===== src/rtl/size_seq_pkg.sv =====
// Shared definitions for the size sequencer and the size accumulator:
// command codes, size1 op codes and the sequencer state encoding.
package size_seq_pkg;

    localparam int CMD_W_DEF = 3;

    localparam logic [2:0] CMD_START  = 3'd0;
    localparam logic [2:0] CMD_FIRST  = 3'd1;
    localparam logic [2:0] CMD_DATA   = 3'd2;
    localparam logic [2:0] CMD_EXT    = 3'd3;
    localparam logic [2:0] CMD_FINISH = 3'd4;

    localparam logic [1:0] OP_LOAD = 2'b00;
    localparam logic [1:0] OP_ADD  = 2'b01;
    localparam logic [1:0] OP_EXT  = 2'b10;
    localparam logic [1:0] OP_PAD  = 2'b11;

    typedef enum logic [1:0] {
        ST_IDLE  = 2'd0,
        ST_ACCUM = 2'd1,
        ST_PAD   = 2'd2,
        ST_CAPT  = 2'd3
    } state_e;

    // FIRST loads size1 with the chunk length, DATA accumulates it.
    function automatic logic [1:0] chunk_op(input logic [2:0] code);
        logic [1:0] op;
        case (code)
            CMD_FIRST: op = OP_LOAD;
            CMD_DATA:  op = OP_ADD;
            default:   op = OP_ADD;
        endcase
        return op;
    endfunction

endpackage


===== src/rtl/size_seq_if.sv =====
// Descriptor handshake between the SPI decoder (master) and the size
// sequencer (slave).
interface size_seq_if
    import size_seq_pkg::*;
#(
    parameter int CMD_W = CMD_W_DEF
);

    logic             cmd_valid;
    logic             cmd_ready;
    logic [CMD_W-1:0] cmd_code;
    logic [15:0]      cmd_len;
    logic             cmd_mode384;

    modport master (
        output cmd_valid,
        output cmd_code,
        output cmd_len,
        output cmd_mode384,
        input  cmd_ready
    );

    modport slave (
        input  cmd_valid,
        input  cmd_code,
        input  cmd_len,
        input  cmd_mode384,
        output cmd_ready
    );

endinterface


===== src/rtl/size_seq.sv =====
// Command sequencer driving the size0/size1 accumulator strobes and capturing
// the final sizes. Optional SIZE_SEQ_CNT_EN adds a saturating chunk counter.
module size_seq
    import size_seq_pkg::*;
#(
    parameter logic [15:0] MAX_CHUNK = 16'd4096,
    parameter int          CMD_W     = CMD_W_DEF
)
(
    input  logic        clk,
    input  logic        rst,
    size_seq_if.slave   cmd,
    input  logic [31:0] size0,
    input  logic [31:0] size1,
    output logic [15:0] wr_size,
    output logic [15:0] cmd_extend,
    output logic        s1_flg_384,
    output logic        size0_clr,
    output logic        size0_add,
    output logic        size1_clr,
    output logic        size1_en,
    output logic [1:0]  size1_op,
    output logic [31:0] tot0,
    output logic [31:0] tot1,
    output logic        done,
    output logic        err,
    output logic        busy
`ifdef SIZE_SEQ_CNT_EN
    ,
    output logic [15:0] chunk_cnt
`endif
);

    state_e           state_r;
    state_e           next_state_s;
    logic [CMD_W-1:0] code_s;
    logic             accept_s;
    logic             len_ok_s;

    logic [15:0] wr_size_s;
    logic [15:0] cmd_extend_s;
    logic        flg_s;
    logic        size0_clr_s;
    logic        size0_add_s;
    logic        size1_clr_s;
    logic        size1_en_s;
    logic [1:0]  size1_op_s;
    logic [31:0] tot0_s;
    logic [31:0] tot1_s;
    logic        done_s;
    logic        err_s;
    logic        busy_s;
    logic        ready_s;
`ifdef SIZE_SEQ_CNT_EN
    logic [15:0] cnt_s;
`endif

    assign code_s   = cmd.cmd_code;
    assign accept_s = cmd.cmd_valid && cmd.cmd_ready;
    assign len_ok_s = (cmd.cmd_len <= MAX_CHUNK);

    // State register.
    always_ff @(posedge clk or posedge rst) begin
        if (rst) begin
            state_r <= ST_IDLE;
        end else begin
            state_r <= next_state_s;
        end
    end

    // Next-state decode.
    always_comb begin
        next_state_s = state_r;
        case (state_r)
            ST_IDLE: begin
                if (accept_s && (code_s == CMD_START)) begin
                    next_state_s = ST_ACCUM;
                end else begin
                    next_state_s = ST_IDLE;
                end
            end
            ST_ACCUM: begin
                if (accept_s && (code_s == CMD_FINISH)) begin
                    next_state_s = ST_PAD;
                end else begin
                    next_state_s = ST_ACCUM;
                end
            end
            ST_PAD:  next_state_s = ST_CAPT;
            ST_CAPT: next_state_s = ST_IDLE;
            default: next_state_s = ST_IDLE;
        endcase
    end

    // Next values of the registered outputs; strobes default low every cycle.
    always_comb begin
        wr_size_s    = wr_size;
        cmd_extend_s = cmd_extend;
        flg_s        = s1_flg_384;
        size0_clr_s  = 1'b0;
        size0_add_s  = 1'b0;
        size1_clr_s  = 1'b0;
        size1_en_s   = 1'b0;
        size1_op_s   = OP_LOAD;
        tot0_s       = tot0;
        tot1_s       = tot1;
        done_s       = 1'b0;
        err_s        = err;
        // ready/busy track the state the FSM is about to enter
        ready_s      = (next_state_s == ST_IDLE) || (next_state_s == ST_ACCUM);
        busy_s       = (next_state_s != ST_IDLE);
`ifdef SIZE_SEQ_CNT_EN
        cnt_s        = chunk_cnt;
`endif
        case (state_r)
            ST_IDLE: begin
                if (accept_s) begin
                    if (code_s == CMD_START) begin
                        size0_clr_s = 1'b1;
                        size1_clr_s = 1'b1;
                        flg_s       = cmd.cmd_mode384;
`ifdef SIZE_SEQ_CNT_EN
                        cnt_s       = 16'd0;
`endif
                    end else begin
                        err_s = 1'b1;
                    end
                end else begin
                    err_s = err;
                end
            end
            ST_ACCUM: begin
                if (accept_s) begin
                    case (code_s)
                        CMD_START: begin
                            size0_clr_s = 1'b1;
                            size1_clr_s = 1'b1;
                            flg_s       = cmd.cmd_mode384;
`ifdef SIZE_SEQ_CNT_EN
                            cnt_s       = 16'd0;
`endif
                        end
                        CMD_FIRST, CMD_DATA: begin
                            if (len_ok_s) begin
                                wr_size_s   = cmd.cmd_len;
                                size0_add_s = 1'b1;
                                size1_en_s  = 1'b1;
                                size1_op_s  = chunk_op(code_s);
`ifdef SIZE_SEQ_CNT_EN
                                cnt_s = (chunk_cnt == 16'hFFFF) ? chunk_cnt : (chunk_cnt + 16'd1);
`endif
                            end else begin
                                err_s = 1'b1;
                            end
                        end
                        CMD_EXT: begin
                            if (len_ok_s) begin
                                cmd_extend_s = cmd.cmd_len;
                                size1_en_s   = 1'b1;
                                size1_op_s   = OP_EXT;
                            end else begin
                                err_s = 1'b1;
                            end
                        end
                        CMD_FINISH: begin
                            size1_en_s = 1'b1;
                            size1_op_s = OP_PAD;
                        end
                        default: err_s = 1'b1;
                    endcase
                end else begin
                    err_s = err;
                end
            end
            ST_PAD: begin
                done_s = 1'b0;
            end
            ST_CAPT: begin
                tot0_s = size0;
                tot1_s = size1;
                done_s = 1'b1;
            end
            default: begin
                done_s = 1'b0;
            end
        endcase
    end

    // Output registers.
    always_ff @(posedge clk or posedge rst) begin
        if (rst) begin
            wr_size       <= 16'd0;
            cmd_extend    <= 16'd0;
            s1_flg_384    <= 1'b0;
            size0_clr     <= 1'b0;
            size0_add     <= 1'b0;
            size1_clr     <= 1'b0;
            size1_en      <= 1'b0;
            size1_op      <= OP_LOAD;
            tot0          <= 32'd0;
            tot1          <= 32'd0;
            done          <= 1'b0;
            err           <= 1'b0;
            busy          <= 1'b0;
            cmd.cmd_ready <= 1'b1;
`ifdef SIZE_SEQ_CNT_EN
            chunk_cnt     <= 16'd0;
`endif
        end else begin
            wr_size       <= wr_size_s;
            cmd_extend    <= cmd_extend_s;
            s1_flg_384    <= flg_s;
            size0_clr     <= size0_clr_s;
            size0_add     <= size0_add_s;
            size1_clr     <= size1_clr_s;
            size1_en      <= size1_en_s;
            size1_op      <= size1_op_s;
            tot0          <= tot0_s;
            tot1          <= tot1_s;
            done          <= done_s;
            err           <= err_s;
            busy          <= busy_s;
            cmd.cmd_ready <= ready_s;
`ifdef SIZE_SEQ_CNT_EN
            chunk_cnt     <= cnt_s;
`endif
        end
    end

endmodule


===== src/flat_wrapper.sv =====
// flat-port wrapper written by rule: the top's interface ports become plain ports
module size_seq_flat import size_seq_pkg::*;
#(
    parameter logic [15:0] MAX_CHUNK = 16'd4096,
    parameter int          CMD_W     = CMD_W_DEF
)
  (clk, rst, size0, size1, wr_size, cmd_extend, s1_flg_384, size0_clr, size0_add, size1_clr, size1_en, size1_op, tot0, tot1, done, err, busy, cmd_cmd_valid, cmd_cmd_code, cmd_cmd_len, cmd_cmd_mode384, cmd_cmd_ready);
  size_seq_if #(.CMD_W(CMD_W)) cmd_i ();
  input  logic clk;
  input  logic rst;
  input  logic [31:0] size0;
  input  logic [31:0] size1;
  output logic [15:0] wr_size;
  output logic [15:0] cmd_extend;
  output logic s1_flg_384;
  output logic size0_clr;
  output logic size0_add;
  output logic size1_clr;
  output logic size1_en;
  output logic [1:0] size1_op;
  output logic [31:0] tot0;
  output logic [31:0] tot1;
  output logic done;
  output logic err;
  output logic busy;
  input wire logic [$bits(cmd_i.cmd_valid)-1:0] cmd_cmd_valid;
  input wire logic [$bits(cmd_i.cmd_code)-1:0] cmd_cmd_code;
  input wire logic [$bits(cmd_i.cmd_len)-1:0] cmd_cmd_len;
  input wire logic [$bits(cmd_i.cmd_mode384)-1:0] cmd_cmd_mode384;
  output wire logic [$bits(cmd_i.cmd_ready)-1:0] cmd_cmd_ready;
  assign cmd_i.cmd_valid = cmd_cmd_valid;
  assign cmd_i.cmd_code = cmd_cmd_code;
  assign cmd_i.cmd_len = cmd_cmd_len;
  assign cmd_i.cmd_mode384 = cmd_cmd_mode384;
  assign cmd_cmd_ready = cmd_i.cmd_ready;
  size_seq #(.MAX_CHUNK(MAX_CHUNK), .CMD_W(CMD_W)) u_core (.clk(clk), .rst(rst), .cmd(cmd_i), .size0(size0), .size1(size1), .wr_size(wr_size), .cmd_extend(cmd_extend), .s1_flg_384(s1_flg_384), .size0_clr(size0_clr), .size0_add(size0_add), .size1_clr(size1_clr), .size1_en(size1_en), .size1_op(size1_op), .tot0(tot0), .tot1(tot1), .done(done), .err(err), .busy(busy));
endmodule

===== config.mk =====
export PLATFORM = sky130hd
export DESIGN_NAME = size_seq_flat
export DESIGN_NICKNAME = d
export VERILOG_FILES = /design/src/rtl/size_seq_pkg.sv /design/src/rtl/size_seq_if.sv /design/src/rtl/size_seq.sv /design/src/flat_wrapper.sv
export SDC_FILE = /design/constraint.sdc
export NUM_CORES = 1
export LEC_CHECK = 0
export ABC_AREA = 1
export CORE_UTILIZATION = 55
export DETAILED_ROUTE_END_ITERATION = 12
export DONT_BUFFER_PORTS = 1
export PLACE_DENSITY = 0.81
export SLEW_MARGIN = 20
export SYNTH_ARGS = -nofsm -noshare
export SYNTH_HDL_FRONTEND = slang
export SYNTH_SLANG_ARGS = --single-unit

===== constraint.sdc =====
create_clock -name clk -period 9.3 [get_ports clk]
set_input_delay 2.325 -clock clk [delete_from_list [all_inputs] [get_ports clk]]
set_output_delay 2.325 -clock clk [all_outputs]
set_load 0.03 [all_outputs]

### Selected gate families, run 1

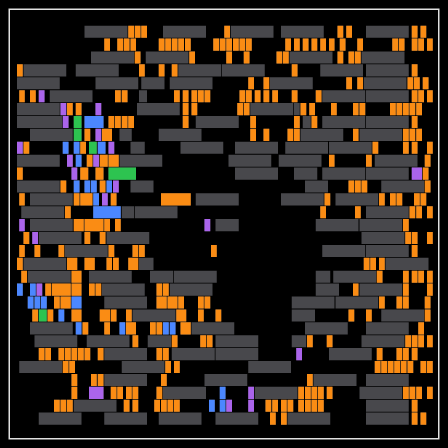
| color | family | cells | most used |
|---|---|---|---|
| orange | NAND gates | 304 | nand2_1 |
| blue | NOR gates | 25 | nor2_1 |
| purple | inverters | 22 | inv_1 |
| green | inverting AOI/OAI gates | 5 | o21ai_0 |

### Where the registers sit, run 1

Other sequential cells in the stronger gray, the rest of the logic in the fainter gray.
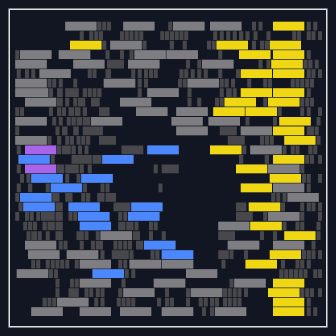
| color | netlist name | placed flops |
|---|---|---|
| blue | `u_core.wr_size` | 16 |
| yellow | `u_core.tot1` | 32 |
| purple | `u_core.size1_op` | 2 |
flop share of the area: 0.6040
Sequential Power: 1.08 mW
final core occ: 0.6043
Register Area: 2704 um2

### Close-up of the layout, run 1

Region (0, 40) to (50, 90) um. Cells in gray, sequential cells in the stronger gray; small squares are vias.
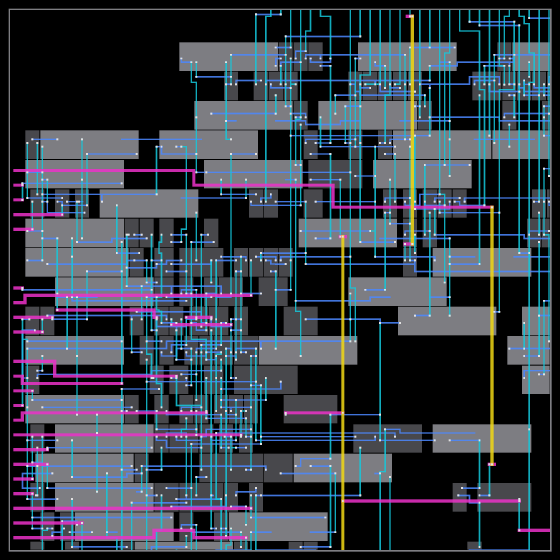
| color | layer |
|---|---|
| magenta | met3 |
| cyan | met2 |
| blue | met1 |
| yellow | met4 |
most frequent: nand2_1 (63), dfrtp_1 (28), inv_1 (10)
sequential cells in the window: 29
cells with their middle in the window: 138
netlist names of flops here include: `u_core.tot0` (11), `u_core.wr_size` (5), `u_core.size1_op` (2)

==> notes.md, run 1 <==
run results: Synth cell types 26, crit path max fanout 2, diode count 0, DRT Pass-1 Iters 6, YS chip area 4284 um2, gr busiest metal met2, Hold-fix buffers, CTS 0, Num CTS Buffers 9, last weighted congestion value of the routability-driven placer 0.8208, grt total ovfl 0, # resized after CTS 0, Clock Sinks 108, DRT antenna net count 0, fillers 639, Post-CTS Setup Bufs 0, number of global-route vias before repair roughly 3100, crit path DAT 1.04 ns, switching power ~0.75 mW, cells in synth_stat.txt 485, DP Wirelength 6462 um, PwrDens 348.2 nW/um2, Final Hold Violating Endpoints 0, setup tns final 0 ns, tool warnings 26, xor+xnor area frac 0, initial core utilization 0.5783, Mux cell area share 0, die area 8146 um2, Starting DRT DRC Count 89, via count 3062, RSZ-0062 raised after global routing no, Data required, critical path ~7 ns, Pins Over Slew Limit 0, and+or+nand+nor area frac 0.3110, skew final around 0.0097 ns, share of post-route cells with drive strength above 1 0.07676, die width 90.26 um, worst hold path class reg -> reg, synthesized instance count 485, Layout Cells excl Fill 581, Setup WS post-layout ~6 ns, slew margin rel. 0.3321, met3 wire len between 800 and 900 um, design area ~4500 um2, largest net degree at the start of global routing around 66, Pint 0.8129 mW, met2 routed WL 4422 um, clk latency late pin about 0.36 ns, die height about 90 um, drt wl/cell 15.83 um, status finished, final reports clean, mapped cell area 4284 um2, CP Capture Type primary output, clk buf depth 2, Gate Area 1371 um2, CP Launch Type flop, Clk network pwr share 0.165, wirelength, routed 9199 um, R2R depth 5, Switching Share 0.4785, CTS Root Cell clkbuf_8, final tally of setup violations 0, Max Used Layer met4, PortBufs 0, Area growth syn-to-layout 4.498%, cell type with the largest total area dfrtp_1, Core Area approximately 7400 um2, Nets 564, Slew @ Worst Pin 1.002 ns, flop2flop setup slack 7.20 ns, total chip power between 1.5 and 2 mW, Max Cap Violations 0, WP depth 0, CTS tree done, Gate power share 0.141, ao+oa area frac 0.008470, Cell area leaders dfrtp_1 (63%), nand2_1 (25%), nand4_1 (1.9%), syn nets 572, met3 usage 0.07744, antenna violations before repair 0, Mapped Avg Cell Area 8.833 um2, Post-route DRC 0, gr usage total 0.2361, Seq share, synth 0.6311, placed cell areas 4304 um2, Adder Area Share 0, Tmin final 3.366 ns, Worst-path clk slew 0.10 ns, Max Fclk 297.1 MHz, Top logic family simple AND/OR/NAND/NOR gates, GR Util met2 0.3842, static leakage power 2.459 nW, Worst Hold Depth 2, maximum vdd ir drop 148.6 uV, pre-CTS WS ~5.8 ns, hold slack 0.6067 ns, wl on met1 roughly 3700 um, Synth flops 108, Via density 5.270, Worst Path Class, Setup reg -> out, met1 global-route usage 0.2913, share of power burned in registers 0.695, H-tree depth 3, Rows 31, fin crit share 0.3619, Placed Cells 565, first-pass GRT wire length 15150 um, Yosys Warn Count 0, Top cell area share 0.6250, I/O Pins 194
[run 1: path summary, 6_finish.rpt]
check,startpoint,to
max,u_core.size0_clr,size0_clr
min,u_core.state_r[0],u_core.cmd.cmd_ready
max reg2reg,u_core.state_r[1],u_core.tot1[19]
min reg2reg,u_core.state_r[0],u_core.cmd.cmd_ready
max in group asynchronous,rst,u_core.tot1[22]
min in group asynchronous,rst,u_core.tot1[18]
[run 1: cells in the mapped netlist (all sizes together)]
master  count
nand2     286
dfrtp     107
nor2       23
inv        22
buf        16
nand4      13
clkbuf      5
nand3       4
o21ai       3
a21oi       2
nor3        2
dfstp       1
nand3b      1
[run 1: cell usage in the layout, fill, tap and decap left out, drive strengths merged]
cell type	synthesis	final
clkinv	0	2
nand3	4	4
a21oi	2	2
inv	22	26
o21ai	3	3
nand4	13	13
nor3	2	2
nor2	23	23
buf	16	2
clkbuf	5	10
dfstp	1	1
nand2	286	286
nand3b	1	1
dfrtp	107	107
[run 1: power groups by stage]
| stage | Combinational [mW] | Clock [mW] | Sequential, mW |
|---|---|---|---|
| 6_report | 0.219 | 0.257 | 1.08 |
| 5_1_grt | 0.266 | 0.282 | 1.10 |
| 4_1_cts | 0.224 | 0.263 | 1.08 |
| 3_5_place_dp | 0.222 | 0 | 1.09 |
| 3_3_place_gp | 0.205 | 0 | 1.09 |
| 2_1_floorplan | 0.183 | 0 | 1.05 |
[run 1: cell type report]
class                   count  share of cell area
clock buffers              10             0.02851
clock inverters             6             0.01006
inverters                  22             0.02012
multi-input cells         334              0.3063
flip-flops and latches    108              0.6040
well taps                  99             0.02767
repair buffers              2            0.003354
[run 1: registers in the layout (all words and copies together) (netlist names), 2 cells and up]
register / count
u_core.size1_op: 2
u_core.state_r: 2
u_core.tot1: 32
u_core.wr_size: 16
u_core.tot0: 32
u_core.cmd_extend: 16
==> inputs of run 2 (changes only) <==
==> constraint.sdc (replaced) <==
create_clock -name clk -period 3.3 [get_ports clk]
set_input_delay 0.825 -clock clk [delete_from_list [all_inputs] [get_ports clk]]
set_output_delay 0.825 -clock clk [all_outputs]
set_load 0.03 [all_outputs]
==> notes.md, run 2 <==
run results: status finished, final reports clean, WP depth 0 (unchanged), antenna violations before repair 0 (unchanged), Hold-fix buffers, CTS 0 (unchanged), via count 3049 (-0.42%), worst hold path class in -> async, met3 usage 0.08838 (+0.01094), initial core utilization 0.5783 (unchanged), reg2reg end u_core.cmd_extend[10], Largest regs u_core.tot0 (32), u_core.tot1 (32), Tmin final around 1.9 ns, Clock Sinks 108 (unchanged), placed cell areas 4325 um2 (+0.49%), DRT antenna net count 0 (unchanged), syn nets 572 (unchanged), Register Area 2704 um2 (unchanged), last weighted congestion value of the routability-driven placer 0.8732 (+6.4%), share of power burned in registers 0.683 (-0.012), grt total ovfl 0 (unchanged), Pint 2.370 mW (+190%), largest net degree at the start of global routing 66 (unchanged), Yosys Warn Count 0 (unchanged), YS chip area 4284 um2 (unchanged), Worst-path clk slew 0.10 ns (about the same), Rows 31 (unchanged), CP Capture Type primary output, top cells by count nand2_1 (282), dfrtp_1 (107), nor2_1 (21), count leader, synth nand2_1, synthesized instance count 485 (unchanged), Clk network pwr share 0.178 (+0.013), gr busiest metal met2, Post-route DRC 0 (unchanged), flop2flop setup slack 1.47 ns (-5.73 ns), R2R depth 8 (+3), Max Fclk 535.3 MHz, diode count 0 (unchanged), drt wl/cell 15.63 um (-1.3%), design area 4523 um2 (+1.0%), Top cell area share 0.6250 (unchanged), slew margin rel. 0.3374 (+0.005234), Placed Cells 566 (+0.18%), Switching Share 0.4688 (-0.009752), Via density 5.239 (-0.60%), gr usage total 0.2290 (-0.007016), CTS Root Cell clkbuf_8, final core occ 0.6105 (+0.006249), Final Hold Violating Endpoints 0 (unchanged), Core Area 7408 um2 (unchanged), tool warnings 26 (unchanged), total chip power 4.460 mW (+190%), PortBufs 0 (unchanged), Slew @ Worst Pin 0.9940 ns (-0.007851 ns), die area 8146 um2 (unchanged), Gate Area 1371 um2 (unchanged), ys async rst share 1.000 (unchanged), Cell area leaders dfrtp_1 (63%), nand2_1 (25%), nand4_1 (1.9%), final tally of setup violations 0 (unchanged), switching power 2.091 mW (+180%), RSZ-0062 raised after global routing no, share of post-route cells with drive strength above 1 0.07867 (+0.001911), I/O Pins 194 (unchanged), GR Util met2 0.3810 (-0.003181), Synth cell types 26 (unchanged), EDFF count, synth 0 (unchanged), setup tns final 0 ns (unchanged), cell type with the largest total area dfrtp_1
==> run 2: cell counts after synthesis <==
No cell type changed its count.
==> run 2: area by class of cell <==
| type | instances | area share |
|---|---|---|
| clock inverters | 6 | 0.01549 |
| well taps | 99 | 0.02739 |
| clock buffers | 10 | 0.02822 |
| flip-flops and latches | 108 | 0.5978 |
| repair buffers | 3 | 0.007746 |
| inverters | 22 | 0.02019 |
| multi-input cells | 334 | 0.3032 |
==> run 2: logic make-up after synthesis <==
| logic type | after synthesis | synth area share |
|---|---|---|
| AOI/OAI and AO/OA | 5 | 0.008469 |
| DFF | 108 | 0.6311 |
| and+or+nand+nor | 329 | 0.3110 |
| buffers and inverters | 43 | 0.04935 |
==> run 2: worst min path at each step <==
stage / end / depth (start not counted)
floorplan: u_core.cmd.cmd_ready / 1
global placement: u_core.cmd.cmd_ready / 2
detailed placement: u_core.cmd.cmd_ready / 2
CTS: u_core.tot1[14] / 1
global route: u_core.tot1[10] / 1
finish: u_core.tot1[10] / 1
==> run 2: power groups by stage <==
stage | Sequential (mW) | Clock, mW | Combinational, mW
floorplan | 2.96 | 0 | 0.517
global placement | 3.06 | 0 | 0.576
global route | 3.09 | 0.862 | 0.740
CTS | 3.05 | 0.819 | 0.636
detailed placement | 3.08 | 0 | 0.631
finish | 3.05 | 0.794 | 0.620
==> run 2: metal layers <==
metal  part of all wire  vias up  wire length (um)
li1                   -     1458                 -
met1               0.39     1428              3559
met2               0.49      147              4436
met3               0.10       16               917
met4              0.020        0               183
met5                  0        -                 0
### The clock network, run 2

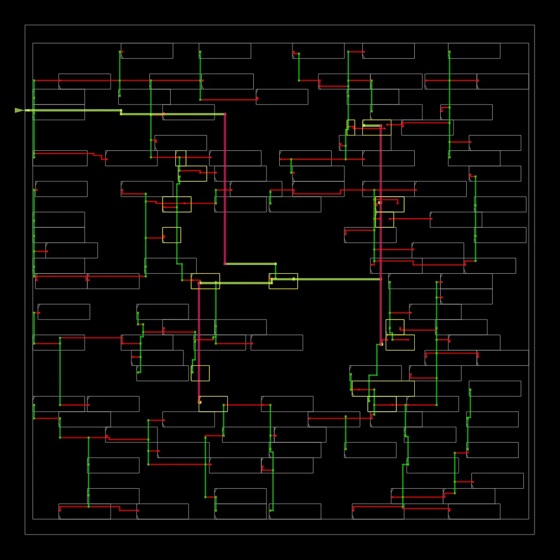
clk latency late pin: 0.35 ns
skew final: 0.01285 ns
seq_cells: 108
Num CTS Buffers: 9

Power and IR drop assume default switching activity.
